A small window of the routed layout:
Bar = 5 um. Region (0, 22) to (20, 42) um. Cells in gray, sequential cells in the stronger gray; small squares are vias.
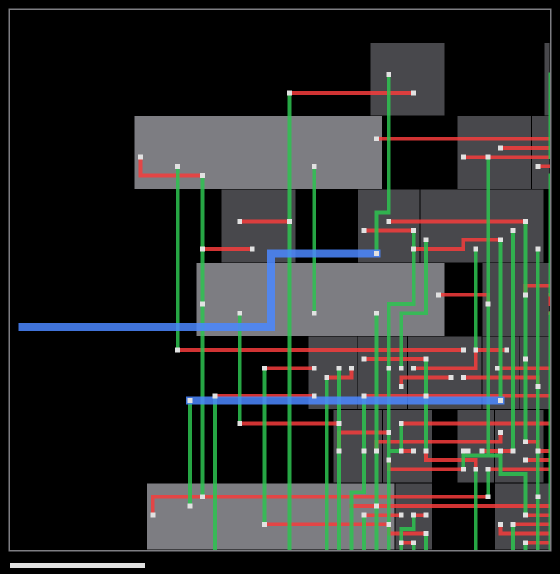
The metal 2 layer:
Bar = 10 um.
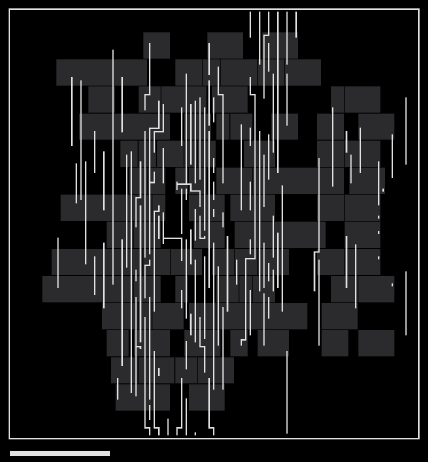
$ cat src/rtl/permutation_controller.sv
// Line sequencer for the line-register/permutation datapath: for each line it
// reads the source memory, loads the line register, then writes the permuted line.
module permutation_controller #(
  parameter int LINE_COUNT = 25,
  parameter int ADDR_WIDTH = 5
) (
  input  logic                  clk,
  input  logic                  rst,
  input  logic                  start,
  input  logic                  outReady,
  output logic                  busy,
  output logic                  rdEn,
  output logic [ADDR_WIDTH-1:0] rdAddr,
  output logic                  lineRegLoad,
  output logic                  wrEn,
  output logic [ADDR_WIDTH-1:0] wrAddr,
  output logic [ADDR_WIDTH-1:0] lineIndex,
  output logic                  done
);

  typedef enum logic [2:0] {
    IDLE  = 3'd0,
    READ  = 3'd1,
    LOAD  = 3'd2,
    WRITE = 3'd3,
    DONE  = 3'd4
  } state_e;

  localparam logic [ADDR_WIDTH-1:0] LastLine = ADDR_WIDTH'(LINE_COUNT - 1);

  state_e                state_q, state_d;
  logic [ADDR_WIDTH-1:0] cnt_q, cnt_d;

  // State and line counter registers
  always_ff @(posedge clk or posedge rst) begin
    if (rst) begin
      state_q <= IDLE;
      cnt_q   <= '0;
    end else begin
      state_q <= state_d;
      cnt_q   <= cnt_d;
    end
  end

  // Next-state and counter update; the terminal compare keeps the counter from wrapping
  always_comb begin
    state_d = state_q;
    cnt_d   = cnt_q;
    case (state_q)
      IDLE: begin
        if (start) begin
          state_d = READ;
          cnt_d   = '0;
        end else begin
          state_d = IDLE;
        end
      end
      READ:  state_d = LOAD;
      LOAD:  state_d = WRITE;
      WRITE: begin
        if (!outReady) begin
          state_d = WRITE;
        end else if (cnt_q == LastLine) begin
          state_d = DONE;
        end else begin
          state_d = READ;
          cnt_d   = cnt_q + ADDR_WIDTH'(1);
        end
      end
      DONE: begin
        state_d = IDLE;
        cnt_d   = '0;
      end
      default: begin
        state_d = IDLE;
        cnt_d   = '0;
      end
    endcase
  end

  // Outputs decode from the registers; wrEn is gated by outReady so a stall never writes
  assign busy        = (state_q != IDLE);
  assign rdEn        = (state_q == READ);
  assign lineRegLoad = (state_q == LOAD);
  assign wrEn        = (state_q == WRITE) && outReady;
  assign done        = (state_q == DONE);
  assign rdAddr      = cnt_q;
  assign wrAddr      = cnt_q;
  assign lineIndex   = cnt_q;

endmodule

$ cat config.mk
export PLATFORM = sky130hd
export DESIGN_NAME = permutation_controller
export DESIGN_NICKNAME = d
export VERILOG_FILES = /design/src/rtl/permutation_controller.sv
export SDC_FILE = /design/constraint.sdc
export NUM_CORES = 1
export LEC_CHECK = 0
export CORE_AREA = 2 2 39 41
export CTS_CLUSTER_SIZE = 30
export DETAILED_ROUTE_END_ITERATION = 10
export DIE_AREA = 0 0 41 43
export GPL_TIMING_DRIVEN = 0
export PLACE_DENSITY = 0.89
export SLEW_MARGIN = 20
export SYNTH_ARGS = -nofsm -noshare
export SYNTH_HDL_FRONTEND = slang
export SYNTH_SLANG_ARGS = --single-unit
$ cat constraint.sdc
create_clock -name clk -period 2.9 [get_ports clk]
set_clock_uncertainty 0.1 [all_clocks]
set_input_delay 0.725 -clock clk [delete_from_list [all_inputs] [get_ports clk]]
set_output_delay 0.725 -clock clk [all_outputs]
set_load 0.01 [all_outputs]
==> out/summary.json <==
{
  "route": {
    "initialDrtViolationCount": 7,
    "dr.pass1.iters": 4,
    "detail_route.drc_violations": 0,
    "drt-vias-per-instance": 5.23
  },
  "placed_design": {
    "post-place-cells": 97,
    "gpl_congestion": 0.777
  },
  "cells_and_area": {
    "diodes": 0,
    "post_route_cells_drive_above_1_share_pct": 17.9,
    "final_nets": 92
  },
  "timing": {
    "maxSlewHeadroom_pct": 78.4,
    "final-hold-violation-count": 0,
    "finalSetupTns_ns": 0,
    "final_max_slew_viol_count": 0,
    "finalSetupViolCount": 0,
    "fmaxAchievable_ghz": 0.374,
    "post-route-min-period_ns": 2.67,
    "tightestPinTransition_ns": 0.324
  },
  "critical_path": {
    "critPathMaxStageDelay_ns": 0.50,
    "worstReg2RegEnd": "state_q[0]$_DFF_PP0_",
    "worst_setup_start_kind": "primary input",
    "cp.required_ns": 2.08,
    "path_cells": "clkdlybuf4s50_1, and4b_1, buf_4, dlygate4sd2_1",
    "setup.worst_path.end_class": "output pin",
    "timing.critical_path.buf_inv": 3,
    "cpMaxStageDelayCell": "sky130_fd_sc_hd__clkdlybuf4s50_1",
    "worst-endpoint-arrival_ns": 1.85
  },
  "grt": {
    "grt_pass1_wl_um": 2170,
    "grt_antenna_before_repair": 0,
    "grt_max_degree": 12,
    "grt_remaining_overflow": 0
  },
  "floorplan": {
    "floorplan.io_pins": 24,
    "die_x_um": 41,
    "coreArea_sq_um": 1380,
    "die_area_sq_um": 1760
  },
  "yosys": {
    "postSynthRegisterBits": 8,
    "yosys-top-cells-count": "sky130_fd_sc_hd__buf_4, sky130_fd_sc_hd__dfrtp_1",
    "yosys.cell_types.count": 22,
    "netlist_instances": 58,
    "synth_nets": 64,
    "most_common_cell": "sky130_fd_sc_hd__buf_4",
    "yosys_warnings": 0,
    "post-synth-top-area-fraction_pct": 37.5,
    "ys_seq_share_pct": 37.5,
    "synth_area_per_cell_sq_um": 9.21,
    "largest_area_cell": "sky130_fd_sc_hd__dfrtp_1"
  },
  "clock_tree": {
    "cts_hold_buf": 0,
    "ctsRootBufferMaster": "sky130_fd_sc_hd__clkbuf_4",
    "cts.reportedPaths.clkPinSlew_ns": 0.06,
    "cts.path.max_buffers": 2,
    "cts_tree": "done"
  },
  "run": {
    "warnings": 27
  },
  "power_and_ir_drop": {
    "power.static_leakage_nw": 0.366,
    "power.ir.vdd_worst_uv": 585,
    "power_density_over_cell_area_nw_per_um2": 1120
  },
  "worst_hold_path": {
    "timing.hold.worst.class": "flip-flop to flip-flop",
    "min_from": "state_q[2]$_DFF_PP0_"
  },
  "status": {
    "run_status": "complete, no violations"
  }
}
Back to the opening pictures, 'a small window of the routed layout':
color	layer
red	M1
green	M2
blue	M3
most frequent	a21oi_1 (4), dfrtp_1 (3)
sequential cells in the window	3
cells with their middle in the window	20
netlist names of flops here include	lineIndex (2), state_q (1)

Back to the opening pictures, 'the metal 2 layer':
wire length on this layer	727 um
longest straight run	24.1 um
nets with wire on the layer	75
share of all routed wire	54%
GR Layer Usage met2: 27.2%
Total Routed Length: 1340 um
detailed-route via count: 523

## logic make-up after synthesis
family	count (synthesis)	synth area share (%)
DFF	8	37.5
AOI/OAI and AO/OA	15	18.5
adders and majority gates	2	4.68
buffers and inverters	15	18.3
and+or+nand+nor	18	21.1
## registers in the layout, summed over array words and instances, names as in the netlist
signal,cells
lineIndex,5
state_q,3
## worst max-delay path by stage
stage / start / end / slack (ns) / depth (start not counted)
3_3_place_gp: outReady / wrEn / -0.01 / 4
4_1_cts: outReady / wrEn / 0.23 / 4
2_1_floorplan: outReady / wrEn / 1.05 / 2
6_report: outReady / wrEn / 0.23 / 4
3_5_place_dp: outReady / wrEn / -0.04 / 4
5_1_grt: outReady / wrEn / 0.16 / 4
## layout make-up
type                    count  area, sq um
multi-input cells          35          236
inverters                   4         15.0
fillers                   123          578
repair buffers             23          229
flip-flops and latches      8          200
plain buffers              11         82.6
well taps                  16         20.0
clock buffers               3         22.5
## metal layers
layer  track usage, %  vias to the layer above
li1                 -                      253
met1             22.4                      255
met2             27.2                       15
met3             6.81                        0
met4             9.33                        0
met5                0                        -
## worst register-to-register path, delay by kind of cell, from the launching register on
family                     cells  cell delay, ns
and+or+nand+nor                1            0.20
adders and majority gates      1            0.17
buffers and inverters          1            0.11
AOI/OAI and AO/OA              2            0.33
DFF                            1            0.46
## where the power goes
group	switching [W]	internal [W]	leakage [nW]
Clock	0.0000398	0.0000475	0.0138
Sequential	0.0000930	0.000156	0.0969
Combinational	0.000217	0.000345	0.256
Total	0.000350	0.000549	0.366
## per-stage QoR
| stage | cell area (sq um) | utilization (%) |
|---|---|---|
| 2_1_floorplan | 534 | - |
| 3_3_place_gp | 785 | 56.7 |
| 3_5_place_dp | 785 | 56.7 |
| 4_1_cts | 806 | 58.2 |
| 5_1_grt | 806 | 58.2 |
| 6_report | 806 | 58.2 |
## what timing repair did
action	in CTS	in global routing
endpoints found under the setup margin	1	0
setup buffers	0	0
resized	1	0
## cell usage in the layout (no fill, tap or decap)
cell	synthesis	layout
sky130_fd_sc_hd__o211ai_1	1	1
sky130_fd_sc_hd__nor2_1	2	2
sky130_fd_sc_hd__nand2b_1	1	1
sky130_fd_sc_hd__o21bai_1	1	1
sky130_fd_sc_hd__a31o_2	1	1
sky130_fd_sc_hd__and4b_1	2	2
sky130_fd_sc_hd__a31oi_1	4	4
sky130_fd_sc_hd__nand4b_1	1	1
sky130_fd_sc_hd__inv_1	4	4
sky130_fd_sc_hd__o21ai_1	1	1
sky130_fd_sc_hd__a21oi_1	4	4
sky130_fd_sc_hd__nor3b_1	2	2
sky130_fd_sc_hd__clkbuf_4	0	3
sky130_fd_sc_hd__dlygate4sd2_1	0	1
sky130_fd_sc_hd__and3b_1	1	1
sky130_fd_sc_hd__nand2_1	2	2
sky130_fd_sc_hd__nand3_1	4	4
sky130_fd_sc_hd__clkdlybuf4s50_1	0	22
sky130_fd_sc_hd__a21o_1	1	1
sky130_fd_sc_hd__ha_1	2	2
sky130_fd_sc_hd__and2_1	2	2
sky130_fd_sc_hd__a41oi_1	2	2
sky130_fd_sc_hd__buf_4	11	11
sky130_fd_sc_hd__dfrtp_1	8	8
sky130_fd_sc_hd__or3_1	1	1
No activity file was given, so power comes from the tool's default toggle rates.
